Figure 1. Metal 2.
Cells faint in the background.
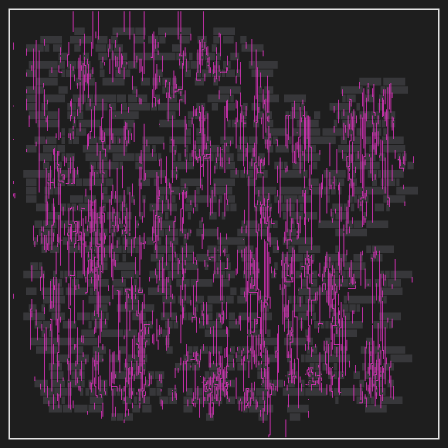
Figure 2. Metal 1.
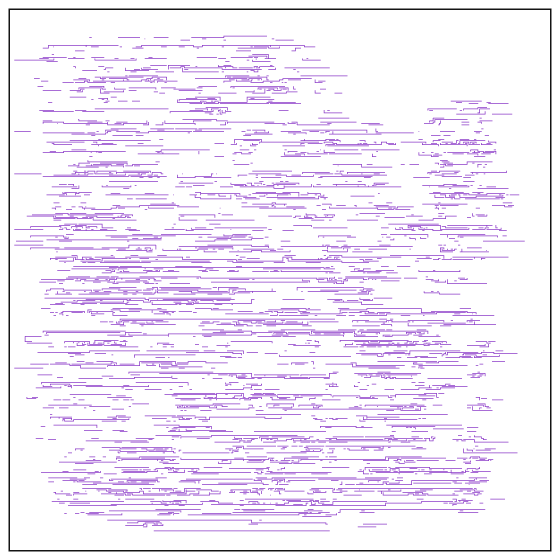
**config.mk**
```make
export PLATFORM = sky130hd
export DESIGN_NAME = sfx_player
export DESIGN_NICKNAME = d
export VERILOG_FILES = /design/src/rtl/sfx_player_pkg.sv /design/src/rtl/sfx_player_rom.sv /design/src/rtl/sfx_player.sv
export SDC_FILE = /design/constraint.sdc
export NUM_CORES = 1
export LEC_CHECK = 0
export CAP_MARGIN = 0
export CORE_MARGIN = 4
export CORE_UTILIZATION = 45
export CTS_BUF_LIST = sky130_fd_sc_hd__clkbuf_16
export DETAILED_ROUTE_END_ITERATION = 6
export PLACE_DENSITY_LB_ADDON = 0.12
export REMOVE_ABC_BUFFERS = 1
export SLEW_MARGIN = 25
export SYNTH_ARGS = -nofsm -noshare
export SYNTH_HDL_FRONTEND = slang
export SYNTH_HIERARCHICAL = 1
export SYNTH_SLANG_ARGS = --single-unit
```
**constraint.sdc**
```tcl
create_clock -name clk -period 13.85 [get_ports clk]
set_input_delay 2.77 -clock clk [delete_from_list [all_inputs] [get_ports clk]]
set_output_delay 2.77 -clock clk [all_outputs]
set_load 0.01 [all_outputs]
```
**src/rtl/sfx_player_pkg.sv**
```systemverilog
// Shared definitions for the sound-effect sequencer: status codes, effect ids,
// ROM entry layout, FSM state encoding and the effect priority ranking.
package sfx_player_pkg;

  // Game status codes published by the game controller (11 behaves as READY)
  localparam logic [1:0] ST_READY = 2'b00;
  localparam logic [1:0] ST_RUN   = 2'b01;
  localparam logic [1:0] ST_OVER  = 2'b10;

  // Sound-effect identifiers as seen on sfx_id
  localparam logic [2:0] SFX_NONE  = 3'd0;
  localparam logic [2:0] SFX_START = 3'd1;
  localparam logic [2:0] SFX_SCORE = 3'd2;
  localparam logic [2:0] SFX_FLAP  = 3'd3;
  localparam logic [2:0] SFX_CRASH = 3'd4;

  // ROM entry layout: {last, hp_us, dur_ms}
  localparam int HP_W    = 12;
  localparam int DUR_W   = 9;
  localparam int ENTRY_W = 1 + HP_W + DUR_W;

  typedef struct packed {
    logic             last;
    logic [HP_W-1:0]  hp;
    logic [DUR_W-1:0] dur;
  } rom_entry_t;

  // Sequencer states
  typedef enum logic [1:0] {
    S_IDLE = 2'b00,
    S_LOAD = 2'b01,
    S_PLAY = 2'b10
  } state_t;

  // Rank of an effect; a higher rank may interrupt a lower one.
  // CRASH > START > SCORE > FLAP > nothing playing.
  function automatic logic [2:0] sfx_prio(input logic [2:0] id);
    logic [2:0] rank;
    case (id)
      SFX_CRASH: rank = 3'd4;
      SFX_START: rank = 3'd3;
      SFX_SCORE: rank = 3'd2;
      SFX_FLAP:  rank = 3'd1;
      default:   rank = 3'd0;
    endcase
    return rank;
  endfunction

endpackage

```
**src/rtl/sfx_player_rom.sv**
```systemverilog
// Note table for all sound effects. Four effects with up to four notes each,
// addressed by {id-1, note index}. Empty slots are a 1 ms terminating rest.
module sfx_player_rom
  import sfx_player_pkg::*;
(
  input  logic [2:0]         id_i,
  input  logic [1:0]         idx_i,
  output logic [ENTRY_W-1:0] entry_o
);

  logic [2:0] id_m1_s;
  logic [3:0] addr_s;

  function automatic logic [ENTRY_W-1:0] mk(input logic last,
                                            input logic [HP_W-1:0] hp,
                                            input logic [DUR_W-1:0] dur);
    return {last, hp, dur};
  endfunction

  assign id_m1_s = id_i - 3'd1;
  assign addr_s  = {id_m1_s[1:0], idx_i};

  // Combinational note lookup
  always_comb begin
    entry_o = mk(1'b1, 12'd0, 9'd1);
    case (addr_s)
      // START: rising three-note jingle
      4'd0:    entry_o = mk(1'b0, 12'd956,  9'd60);
      4'd1:    entry_o = mk(1'b0, 12'd759,  9'd60);
      4'd2:    entry_o = mk(1'b1, 12'd638,  9'd120);
      // SCORE: two-note chirp
      4'd4:    entry_o = mk(1'b0, 12'd506,  9'd40);
      4'd5:    entry_o = mk(1'b1, 12'd379,  9'd120);
      // FLAP: single short blip
      4'd8:    entry_o = mk(1'b1, 12'd568,  9'd30);
      // CRASH: low tone, pause, lower tone
      4'd12:   entry_o = mk(1'b0, 12'd2551, 9'd100);
      4'd13:   entry_o = mk(1'b0, 12'd0,    9'd50);
      4'd14:   entry_o = mk(1'b1, 12'd3817, 9'd300);
      default: entry_o = mk(1'b1, 12'd0,    9'd1);
    endcase
  end

endmodule

```
**src/rtl/sfx_player.sv**
```systemverilog
// Sound-effect sequencer: watches game status, score and the flap button,
// picks the highest-priority event and plays its note sequence as a square
// wave on the audio pin. mute only gates the pin; sequencing continues.
module sfx_player
  import sfx_player_pkg::*;
#(
  parameter int TICK_DIV  = 100000,
  parameter int TONE_UNIT = 100
) (
  input  logic        clk,
  input  logic        rst,
  input  logic [1:0]  status,
  input  logic [15:0] score,
  input  logic        up,
  input  logic        mute,
  output logic        audio,
  output logic        busy,
  output logic [2:0]  sfx_id
);

  // Half-period counter must reach 4095*TONE_UNIT; keep at least 22 bits.
  localparam int HPC_RAW = $clog2(4095 * TONE_UNIT + 1);
  localparam int HPC_W   = (HPC_RAW > 22) ? HPC_RAW : 22;
  localparam int TCK_W   = (TICK_DIV > 1) ? $clog2(TICK_DIV) : 1;
  localparam logic [TCK_W-1:0] TICK_LAST = TCK_W'(TICK_DIV - 1);
  localparam logic [HPC_W-1:0] TONE_MUL  = HPC_W'(TONE_UNIT);

  // Event detection state
  logic [1:0]  prev_status_q;
  logic [15:0] prev_score_q;
  logic        prev_up_q;
  logic        armed_q;
  logic [2:0]  evt_q;

  // Sequencer state
  state_t            state_q, state_d;
  logic [2:0]        sfx_id_q, sfx_id_d;
  logic [1:0]        idx_q, idx_d;
  logic              busy_q, busy_d;
  logic              tone_q, tone_d;
  logic              audio_q;
  logic              note_last_q, note_last_d;
  logic [HP_W-1:0]   note_hp_q, note_hp_d;
  logic [DUR_W-1:0]  note_dur_q, note_dur_d;
  logic [HPC_W-1:0]  hp_cnt_q, hp_cnt_d;
  logic [TCK_W-1:0]  tick_cnt_q, tick_cnt_d;
  logic [DUR_W-1:0]  dur_cnt_q, dur_cnt_d;

  // Combinational helpers
  logic [1:0]         status_n_s;
  logic               start_s, crash_s, score_s, flap_s;
  logic [2:0]         evt_id_s;
  logic               preempt_s;
  logic [ENTRY_W-1:0] rom_raw_s;
  rom_entry_t         rom_s;
  logic [HPC_W-1:0]   hp_lim_s;
  logic               tick_s;
  logic               note_end_s;

  sfx_player_rom u_rom (
    .id_i    (sfx_id_q),
    .idx_i   (idx_q),
    .entry_o (rom_raw_s)
  );

  assign rom_s = rom_entry_t'(rom_raw_s);

  // Classify the current inputs against last cycle's snapshot
  always_comb begin
    status_n_s = (status == 2'b11) ? ST_READY : status;
    start_s = armed_q && (prev_status_q == ST_READY) && (status_n_s == ST_RUN);
    crash_s = armed_q && (prev_status_q == ST_RUN) && (status_n_s == ST_OVER);
    score_s = armed_q && (status_n_s == ST_RUN) && (score == prev_score_q + 16'd1);
    flap_s  = armed_q && (status_n_s == ST_RUN) && up && !prev_up_q;
    if (crash_s) begin
      evt_id_s = SFX_CRASH;
    end else if (start_s) begin
      evt_id_s = SFX_START;
    end else if (score_s) begin
      evt_id_s = SFX_SCORE;
    end else if (flap_s) begin
      evt_id_s = SFX_FLAP;
    end else begin
      evt_id_s = SFX_NONE;
    end
  end

  // Snapshot inputs every cycle and register the winning event
  always_ff @(posedge clk) begin
    if (!rst) begin
      prev_status_q <= ST_READY;
      prev_score_q  <= 16'd0;
      prev_up_q     <= 1'b0;
      armed_q       <= 1'b0;
      evt_q         <= SFX_NONE;
    end else begin
      prev_status_q <= status_n_s;
      prev_score_q  <= score;
      prev_up_q     <= up;
      armed_q       <= 1'b1;
      evt_q         <= evt_id_s;
    end
  end

  assign preempt_s  = (evt_q != SFX_NONE) && (sfx_prio(evt_q) >= sfx_prio(sfx_id_q));
  assign hp_lim_s   = HPC_W'(note_hp_q) * TONE_MUL - HPC_W'(1);
  assign tick_s     = (tick_cnt_q == TICK_LAST);
  assign note_end_s = tick_s && (dur_cnt_q == note_dur_q - 9'd1);

  // Next-state logic: preemption first, then the per-state behaviour
  always_comb begin
    state_d     = state_q;
    sfx_id_d    = sfx_id_q;
    idx_d       = idx_q;
    busy_d      = busy_q;
    tone_d      = tone_q;
    note_last_d = note_last_q;
    note_hp_d   = note_hp_q;
    note_dur_d  = note_dur_q;
    hp_cnt_d    = hp_cnt_q;
    tick_cnt_d  = tick_cnt_q;
    dur_cnt_d   = dur_cnt_q;
    if (preempt_s) begin
      state_d  = S_LOAD;
      sfx_id_d = evt_q;
      idx_d    = 2'd0;
      busy_d   = 1'b1;
    end else begin
      case (state_q)
        S_IDLE: begin
          sfx_id_d   = SFX_NONE;
          busy_d     = 1'b0;
          tone_d     = 1'b0;
          idx_d      = 2'd0;
          hp_cnt_d   = '0;
          tick_cnt_d = '0;
          dur_cnt_d  = '0;
        end
        S_LOAD: begin
          note_last_d = rom_s.last;
          note_hp_d   = rom_s.hp;
          note_dur_d  = rom_s.dur;
          hp_cnt_d    = '0;
          tick_cnt_d  = '0;
          dur_cnt_d   = '0;
          tone_d      = 1'b0;
          state_d     = S_PLAY;
        end
        S_PLAY: begin
          if (note_end_s) begin
            if (note_last_q) begin
              state_d  = S_IDLE;
              sfx_id_d = SFX_NONE;
              busy_d   = 1'b0;
              tone_d   = 1'b0;
            end else begin
              idx_d   = idx_q + 2'd1;
              state_d = S_LOAD;
            end
          end else begin
            if (tick_s) begin
              tick_cnt_d = '0;
              dur_cnt_d  = dur_cnt_q + 9'd1;
            end else begin
              tick_cnt_d = tick_cnt_q + TCK_W'(1);
            end
            if (note_hp_q == 12'd0) begin
              tone_d   = 1'b0;
              hp_cnt_d = '0;
            end else if (hp_cnt_q == hp_lim_s) begin
              tone_d   = ~tone_q;
              hp_cnt_d = '0;
            end else begin
              hp_cnt_d = hp_cnt_q + HPC_W'(1);
            end
          end
        end
        default: begin
          state_d  = S_IDLE;
          sfx_id_d = SFX_NONE;
          busy_d   = 1'b0;
          tone_d   = 1'b0;
        end
      endcase
    end
  end

  // Sequencer registers and the gated audio output
  always_ff @(posedge clk) begin
    if (!rst) begin
      state_q     <= S_IDLE;
      sfx_id_q    <= SFX_NONE;
      idx_q       <= 2'd0;
      busy_q      <= 1'b0;
      tone_q      <= 1'b0;
      audio_q     <= 1'b0;
      note_last_q <= 1'b0;
      note_hp_q   <= 12'd0;
      note_dur_q  <= 9'd0;
      hp_cnt_q    <= '0;
      tick_cnt_q  <= '0;
      dur_cnt_q   <= '0;
    end else begin
      state_q     <= state_d;
      sfx_id_q    <= sfx_id_d;
      idx_q       <= idx_d;
      busy_q      <= busy_d;
      tone_q      <= tone_d;
      audio_q     <= tone_d & ~mute;
      note_last_q <= note_last_d;
      note_hp_q   <= note_hp_d;
      note_dur_q  <= note_dur_d;
      hp_cnt_q    <= hp_cnt_d;
      tick_cnt_q  <= tick_cnt_d;
      dur_cnt_q   <= dur_cnt_d;
    end
  end

  assign audio  = audio_q;
  assign busy   = busy_q;
  assign sfx_id = sfx_id_q;

endmodule

```
==> ci_impl_report.md <==
### Metrics collected by this job

| Metric | Value |
|---|---|
| Sw Pwr | `207 uW` |
| Top cells excl fill/tap | `nand2_1, dfxtp_1, ha_1` |
| Clk_buf instances | `9` |
| CP bufs+invs | `1` |
| Hold_sp | `busy` |
| Synthesized area per cell | `7.99 um^2` |
| Post-synth EDFFs | `0` |
| H-tree levels | `3` |
| VDD IR max | `between 0.06 and 0.07 mV` |
| Registers, synthesis | `around 100` |
| Post-CTS Resized | `0` |
| Via-per-instance ratio | `between 5 and 6` |
| Yosys top cell by instances | `nand2_1` |
| Filler instances | `1674` |
| Xor/xnor share | `under 10%` |
| Synth Warn # | `6` |
| FP Rows | `between 40 and 50` |
| Clock root buffer | `clkbuf_16` |
| Crit path depth | `15` |
| Critical path, cell by cell | `inv_1, ha_1, ha_1, fa_1, ha_1, nand3_1, o211a_1, o211ai_1, and2b_1, nand3_2, nor4_2, mux2i_1, a2111o_1, nand3_1, o21ai_0` |
| FP Util | `a little under half` |
| Crit start category | `flip-flop` |
| Hold_ws | `roughly 480 ps` |
| Comb area leader | `simple AND/OR/NAND/NOR gates` |
| First-pass GRT wire length | `29000 um` |
| GRT met2 Usage | `24.5%` |
| Design area | `8340 um^2` |
| Unrepaired setup endpoints after global routing | `no` |
| Max FFs per register | `22` |
| Status | `finished clean` |
| F_max | `~0.18 GHz` |
| Crit path capture | `hp_cnt_q[0]` |
| Final setup violation count | `0` |
| Number of global-route vias before repair | `just under 6000` |
| Logic cell area | `between 5000 and 6000 um^2` |
| GPL Wtd Cong | `0.797` |
| Top cells by area | `dfxtp_1, ha_1, xnor2_1, nand2_1, xor2_1` |
| Most frequent cells after synthesis | `nand2_1, dfxtp_1, ha_1` |
| Distinct lib cells used | `approximately 78` |
Back to the opening pictures, Figure 1:
The layer holds 40% of the routed length. The layer carries 6790 um of wire. The longest straight run is 45.9 um.

Back to the opening pictures, Figure 2:
The layer holds 55% of the routed length. The wires run mostly horizontal.

No activity file was given, so power comes from the tool's default toggle rates.
